[src/rtl/isqrt_arbiter.sv]
// rtl/isqrt_arbiter.sv - round-robin front end sharing one external isqrt engine among N_REQ requesters
// One job in flight at a time, with a watchdog that turns a silent engine into an error response.
module isqrt_arbiter #(
  parameter int N_REQ   = 4,
  parameter int X_WIDTH = 32,
  parameter int TMO_CYC = X_WIDTH/2 + 4
) (
  input  logic                     clk,
  input  logic                     rst_n,
  input  logic [N_REQ-1:0]         req_valid,
  input  logic [N_REQ*X_WIDTH-1:0] req_x,
  output logic [N_REQ-1:0]         req_ready,
  output logic                     rsp_valid,
  output logic [2:0]               rsp_id,
  output logic [X_WIDTH/2-1:0]     rsp_y,
  output logic                     rsp_err,
  input  logic                     rsp_ready,
  output logic                     sq_en,
  output logic [X_WIDTH-1:0]       sq_x,
  input  logic [X_WIDTH/2-1:0]     sq_y,
  input  logic                     sq_dav
);

  localparam int YW = X_WIDTH/2;
  localparam int WW = $clog2(TMO_CYC + 1);

  typedef enum logic [1:0] {S_IDLE, S_LAUNCH, S_WAIT, S_RESP} state_t;

  state_t             state_q, state_d;
  logic [2:0]         ptr_q, ptr_d;
  logic [2:0]         id_q, id_d;
  logic [X_WIDTH-1:0] x_q, x_d;
  logic [YW-1:0]      y_q, y_d;
  logic               err_q, err_d;
  logic [WW-1:0]      wdog_q, wdog_d;

  logic               gnt_found;
  logic [2:0]         gnt_idx;
  logic [X_WIDTH-1:0] gnt_x;

  // Round-robin: first look at indices >= ptr, then wrap to the low indices.
  always_comb begin
    gnt_found = 1'b0;
    gnt_idx   = '0;
    gnt_x     = '0;
    for (int i = 0; i < N_REQ; i++) begin
      if (!gnt_found && req_valid[i] && (i >= int'(ptr_q))) begin
        gnt_found = 1'b1;
        gnt_idx   = 3'(i);
        gnt_x     = req_x[i*X_WIDTH +: X_WIDTH];
      end
    end
    for (int i = 0; i < N_REQ; i++) begin
      if (!gnt_found && req_valid[i]) begin
        gnt_found = 1'b1;
        gnt_idx   = 3'(i);
        gnt_x     = req_x[i*X_WIDTH +: X_WIDTH];
      end
    end
  end

  always_comb begin
    state_d   = state_q;
    ptr_d     = ptr_q;
    id_d      = id_q;
    x_d       = x_q;
    y_d       = y_q;
    err_d     = err_q;
    wdog_d    = wdog_q;
    req_ready = '0;
    sq_en     = 1'b0;
    rsp_valid = 1'b0;
    unique case (state_q)
      S_IDLE: begin
        // Gating with rst_n keeps req_ready low while reset holds us in IDLE.
        if (gnt_found && rst_n) begin
          req_ready = N_REQ'(1) << gnt_idx;
          x_d       = gnt_x;
          id_d      = gnt_idx;
          ptr_d     = (gnt_idx == 3'(N_REQ-1)) ? 3'd0 : gnt_idx + 3'd1;
          state_d   = S_LAUNCH;
        end
      end
      S_LAUNCH: begin
        sq_en   = 1'b1;
        wdog_d  = '0;
        state_d = S_WAIT;
      end
      S_WAIT: begin
        if (sq_dav) begin
          y_d     = sq_y;
          err_d   = 1'b0;
          state_d = S_RESP;
        end else if (wdog_q == WW'(TMO_CYC-1)) begin
          y_d     = '0;
          err_d   = 1'b1;
          state_d = S_RESP;
        end else begin
          wdog_d = wdog_q + WW'(1);
        end
      end
      S_RESP: begin
        rsp_valid = 1'b1;
        if (rsp_ready) state_d = S_IDLE;
      end
      default: state_d = S_IDLE;
    endcase
  end

  always_ff @(posedge clk or negedge rst_n) begin
    if (!rst_n) begin
      state_q <= S_IDLE;
      ptr_q   <= '0;
      id_q    <= '0;
      x_q     <= '0;
      y_q     <= '0;
      err_q   <= 1'b0;
      wdog_q  <= '0;
    end else begin
      state_q <= state_d;
      ptr_q   <= ptr_d;
      id_q    <= id_d;
      x_q     <= x_d;
      y_q     <= y_d;
      err_q   <= err_d;
      wdog_q  <= wdog_d;
    end
  end

  assign rsp_id  = id_q;
  assign rsp_y   = y_q;
  assign rsp_err = err_q;
  assign sq_x    = x_q;

endmodule

[config.mk]
export PLATFORM = sky130hd
export DESIGN_NAME = isqrt_arbiter
export DESIGN_NICKNAME = d
export VERILOG_FILES = /design/src/rtl/isqrt_arbiter.sv
export SDC_FILE = /design/constraint.sdc
export NUM_CORES = 1
export LEC_CHECK = 0
export CAP_MARGIN = 40
export CORE_ASPECT_RATIO = 0.9
export CORE_MARGIN = 2
export CORE_UTILIZATION = 43
export CTS_BUF_LIST = sky130_fd_sc_hd__clkbuf_4
export CTS_CLUSTER_SIZE = 20
export DETAILED_ROUTE_END_ITERATION = 16
export PLACE_DENSITY = 0.84
export SLEW_MARGIN = 40
export SYNTH_ARGS = -nofsm -noshare
export SYNTH_HDL_FRONTEND = slang
export SYNTH_SLANG_ARGS = --single-unit
[constraint.sdc]
create_clock -name clk -period 2.5 [get_ports clk]
set_input_delay 0.5 -clock clk [delete_from_list [all_inputs] [get_ports clk]]
set_output_delay 0.5 -clock clk [all_outputs]
set_load 0.005 [all_outputs]
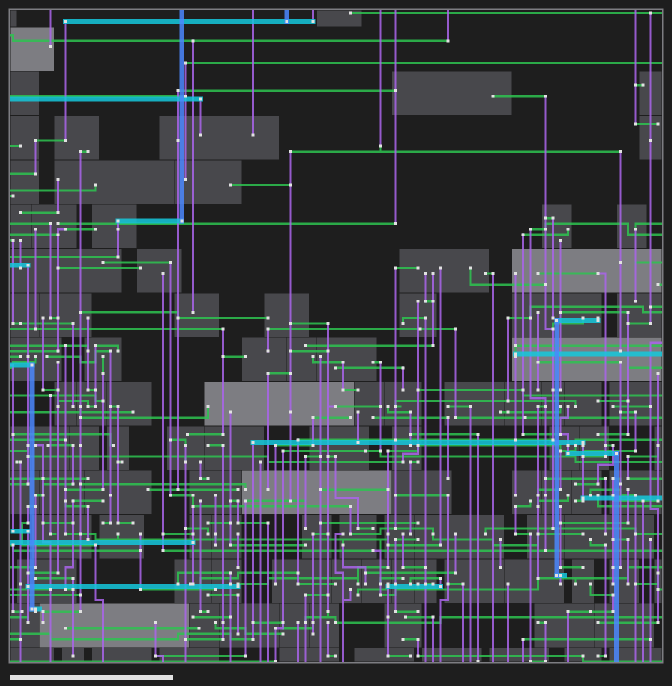
*A small window of the routed layout, run 1*
Scale bar: 10 µm. Window x 35 to 75, y 10 to 50 µm. Cells in grey, sequential cells in the stronger grey; small squares are vias.
[met2] purple
[met1] green
[met3] cyan
[met4] blue
most frequent: a21oi_1 (14), buf_4 (10), clkdlybuf4s50_1 (8)
netlist names of flops here include: sq_x (5)
sequential cells in the window: 5
cells with their middle in the window: 91

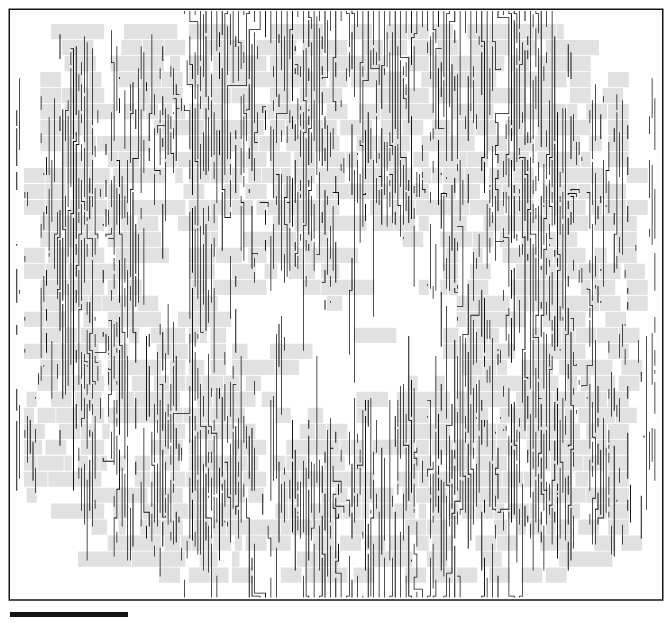
*Met2 routing, run 1*
Scale bar: 20 µm. Cells faint in the background.
longest straight run: 46.2 µm
main direction: vertical

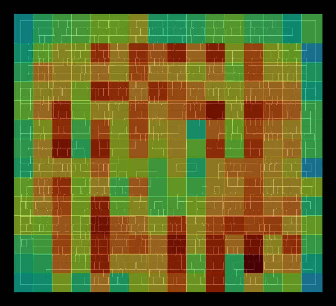
*Routing congestion map, run 1*
GRT met1 Usage: 0.349
Most Crowded Layer GR: met2

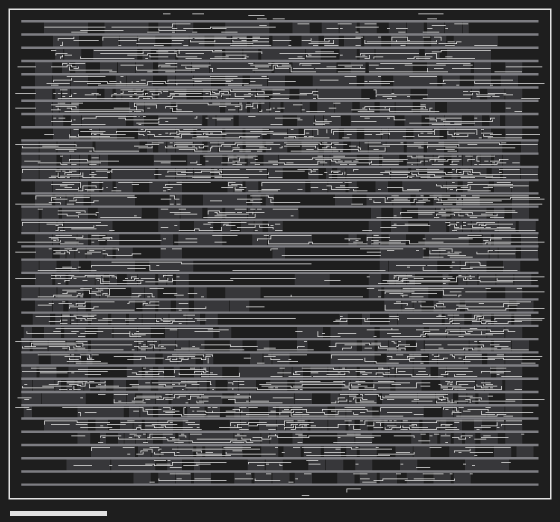
*The metal 1 layer, run 1*
Scale bar: 20 µm. Supply wires on this layer in grey. Cells faint in the background.
wire length on this layer: 6590 µm
nets with wire on the layer: 755
longest straight run: 32.2 µm
share of all routed wire: 40%

==> impl_metrics.yaml, run 1 <==
# implementation run metrics
status:
  status: "finished, final reports clean"
finish:
  fin_nets: 868
  dominant_cells: "combinational gates"
  clkbuf_count: 9
  clk_share: 0.0144
  nFlopsAndLatches: 60
detailed_routing:
  dr.first_iter.drc_count: 371
  wl_met1_mm: 6.59
  via_per_inst: 5.84
worst_setup_path:
  worst_ep_arrival_time_ns: 1.93
  r2r_cells: 7
  crit_path_end: "req_ready[2]"
synthesis:
  ys_sh_aoi: 0.290
  top_cell: "a21oi_1"
  largest_area_cell: "dfrtp_1"
floorplanning:
  taps: 129
  initCoreUtil: 0.437
timing:
  min_period_ns: 2.43
  finalHoldViolations: 0
clock_tree:
  cts_buffer_depth: 2
power:
  combinationalPower_uw: 3640
  power.share.clock: 0.098
min_path:
  hp-class: "reg -> reg"
global_routing:
  grt_start_max_net_pins: 58
run 1: layout by cell type, fill, tap and decap left out, types with 4 or more instances in the layout:
master / netlist / routed
dfrtp_1: 60 / 58
and3_1: 33 / 32
inv_1: 7 / 6
buf_4: 4 / 32
nand3_1: 34 / 34
clkbuf_4: 0 / 9
nand2_1: 43 / 43
nand2b_1: 34 / 33
clkdlybuf4s50_1: 0 / 199
o21ai_0: 6 / 4
dlygate4sd2_1: 0 / 4
nor2_1: 5 / 5
a22o_1: 20 / 20
a2111oi_2: 27 / 27
buf_12: 0 / 5
ha_1: 9 / 7
a21oi_1: 100 / 98
mux2i_1: 32 / 32
run 1: registers in the layout, summed over array words and instances, names as in the netlist:
signal,cells
rsp_err,1
state_q,2
ptr_q,2
sq_x,32
rsp_y,16
wdog_q,5
rsp_id,2
### Drive-strength map, run 1

Scale bar: 20 µm.
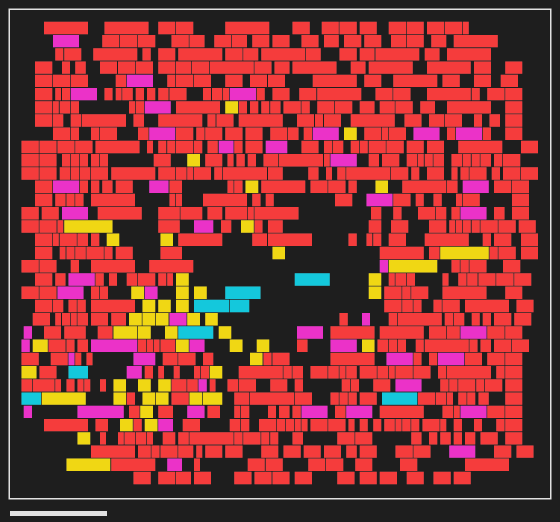

==> run 2: changes to the inputs <==
Settings changed: CORE_MARGIN 2 to unset.
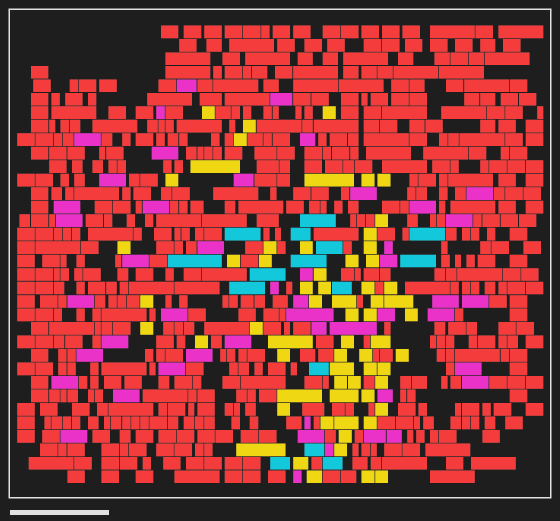
*Drive-strength map, run 2*
Scale bar: 20 µm.
[drive 2] magenta | cells: 48 | share: 6.6% | most used: a2111oi_2
[drive 1 or less] red | cells: 598 | share: 83% | most used: clkdlybuf4s50_1
[drive 3 to 4] yellow | cells: 63 | share: 8.7% | most used: buf_4
[drive 6 and up] cyan | cells: 15 | share: 2.1% | most used: buf_12

==> impl_metrics.yaml, run 2 <==
# implementation run metrics
status:
  status: "finished, final reports clean"
timing:
  holdWs_ns: 0.495
  finalHoldViolations: 0
  min_period_ns: 2.43
detailed_routing:
  dr.first_iter.drc_count: 359
  wl_met2_mm: 8.59
  wl_per_cell_um: 20.3
  via_per_inst: 5.92
min_path:
  hp-class: "in -> async"
floorplanning:
  taps: 126
  initCoreUtil: 0.450
power:
  power.share.clock: 0.113
  p_sw_frac: 0.386
worst_setup_path:
  worst_ep_arrival_time_ns: 1.93
  cp_max_fo: 4
finish:
  buf_share: 0.359
  clkbuf_count: 10
  layout_top_cell: "clkdlybuf4s50_1"
  nFlopsAndLatches: 60
  largest_reg_flops: 32
  dominant_cells: "combinational gates"
  clk_share: 0.0182
  comb_area_um2: 2770
  fin_nets: 880
  final_cell_mix: "199 x clkdlybuf4s50_1, 96 x a21oi_1, 58 x dfrtp_1"
clock_tree:
  cts_tree: "yes"
  cts_buffers: 9
synthesis:
  top_cell: "a21oi_1"
  ys_sh_aoi: 0.290
  largest_area_cell: "dfrtp_1"
global_routing:
  busiest_layer: "met2"
placement:
  io_buffers: 208
-- run 2: power groups by stage --
stage                     logic, µW  registers, µW  clock network [µW]
after floorplan                1780           1720                   0
after global placement         3470           1720                   0
after detailed placement       3600           1730                   0
after CTS                      3750           1720                 722
after global routing           4110           1780                 770
final                          3830           1740                 711
-- run 2: path summary, 6_finish.rpt --
check | start | endpoint | slack, ns | depth (start not counted)
worst max-delay path | ptr_q[0] | req_ready[2] | 0.07 | 9
worst min-delay path | rst_n | sq_x[15] | 0.49 | 2
worst max register to register | ptr_q[0] | sq_x[3] | 0.14 | 8
worst min register to register | rsp_y[4] | rsp_y[4] | 0.51 | 1
max in group asynchronous | rst_n | ptr_q[0] | 1.22 | 3
min in group clk | rsp_y[4] | rsp_y[4] | 0.51 | 1
==> run 3: changes to the inputs <==
--- a/config.mk
+++ b/config.mk
@@ -7,5 +7,5 @@
 export LEC_CHECK = 0
 export CAP_MARGIN = 40
-export CORE_ASPECT_RATIO = 0.9
+export CORE_ASPECT_RATIO = 0.8
 export CORE_UTILIZATION = 43
 export CTS_BUF_LIST = sky130_fd_sc_hd__clkbuf_4
==> constraint.sdc (replaced) <==
create_clock -name clk -period 2.5 [get_ports clk]
set_input_delay 0.5 -clock clk [delete_from_list [all_inputs] [get_ports clk]]
set_output_delay 0.5 -clock clk [all_outputs]
set_load 0.01 [all_outputs]
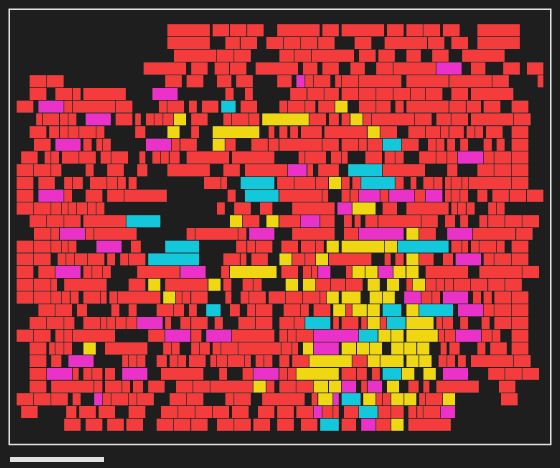
*Drive-strength map, run 3*
Scale bar: 20 µm.
[drive 3 to 4] yellow | cells: 71 | share: 9.7% | most used: buf_4
[drive 6 and up] cyan | cells: 20 | share: 2.7% | most used: buf_6
[drive 1 or less] red | cells: 593 | share: 81% | most used: clkdlybuf4s50_1
[drive 2] magenta | cells: 46 | share: 6.3% | most used: a2111oi_2

==> impl_metrics.yaml, run 3 <==
# implementation run metrics
power:
  power.share.clock: 0.128
  combinationalPower_uw: 4110
  p_sw_frac: 0.402
  power_top_consumer: "combinational cells"
  p_clk_uw: 861
timing:
  min_period_ns: 2.51
  finalHoldViolations: 0
  worst_slack_ns: -0.0108
  finalSetupViolCount: 2
finish:
  fin_nets: 886
worst_setup_path:
  rrSetupSlack_ns: 0.12
  crit_path_end: "req_ready[3]"
  cp_max_fo: 5
  rr_startpoint: "ptr_q[1]"
status:
  violations: "setup timing"
  status: "finished with violations"
detailed_routing:
  via_per_inst: 5.94
  wl_met2_mm: 8.77
  dr.first_iter.drc_count: 462
synthesis:
  top_cell: "a21oi_1"
  largest_area_cell: "dfrtp_1"
global_routing:
  busiest_layer: "met2"
placement:
  io_buffers: 208
run 3: cell counts after synthesis:
Identical to the previous run, type by type.
run 3: critical path: cells and delay by family (launching register included):
kind / cells / cell delay [ns]
and+or+nand+nor: 3 / 0.34
AOI/OAI and AO/OA: 1 / 0.21
DFF: 1 / 0.45
buffers and inverters: 3 / 0.43
adders and majority gates: 1 / 0.13
run 3: final cells by class:
cell class                 count  area, µm²
sequential                    60       1500
fill                         663       2540
multi-input combinational    381       2780
clock inverter                 7       98.8
inverter                       7       28.8
tap                          136        170
clock buffer                   9       67.6
timing repair buffer         266       2620
run 3: timing repair:
item                       4_1_cts  5_1_grt
setup buffers                   13        3
gates resized                   28       23
setup endpoints to repair        4        4
hold buffers                     0        0
pin swaps                        2        4
hold endpoints to repair         0        0
Power and IR drop assume default switching activity.
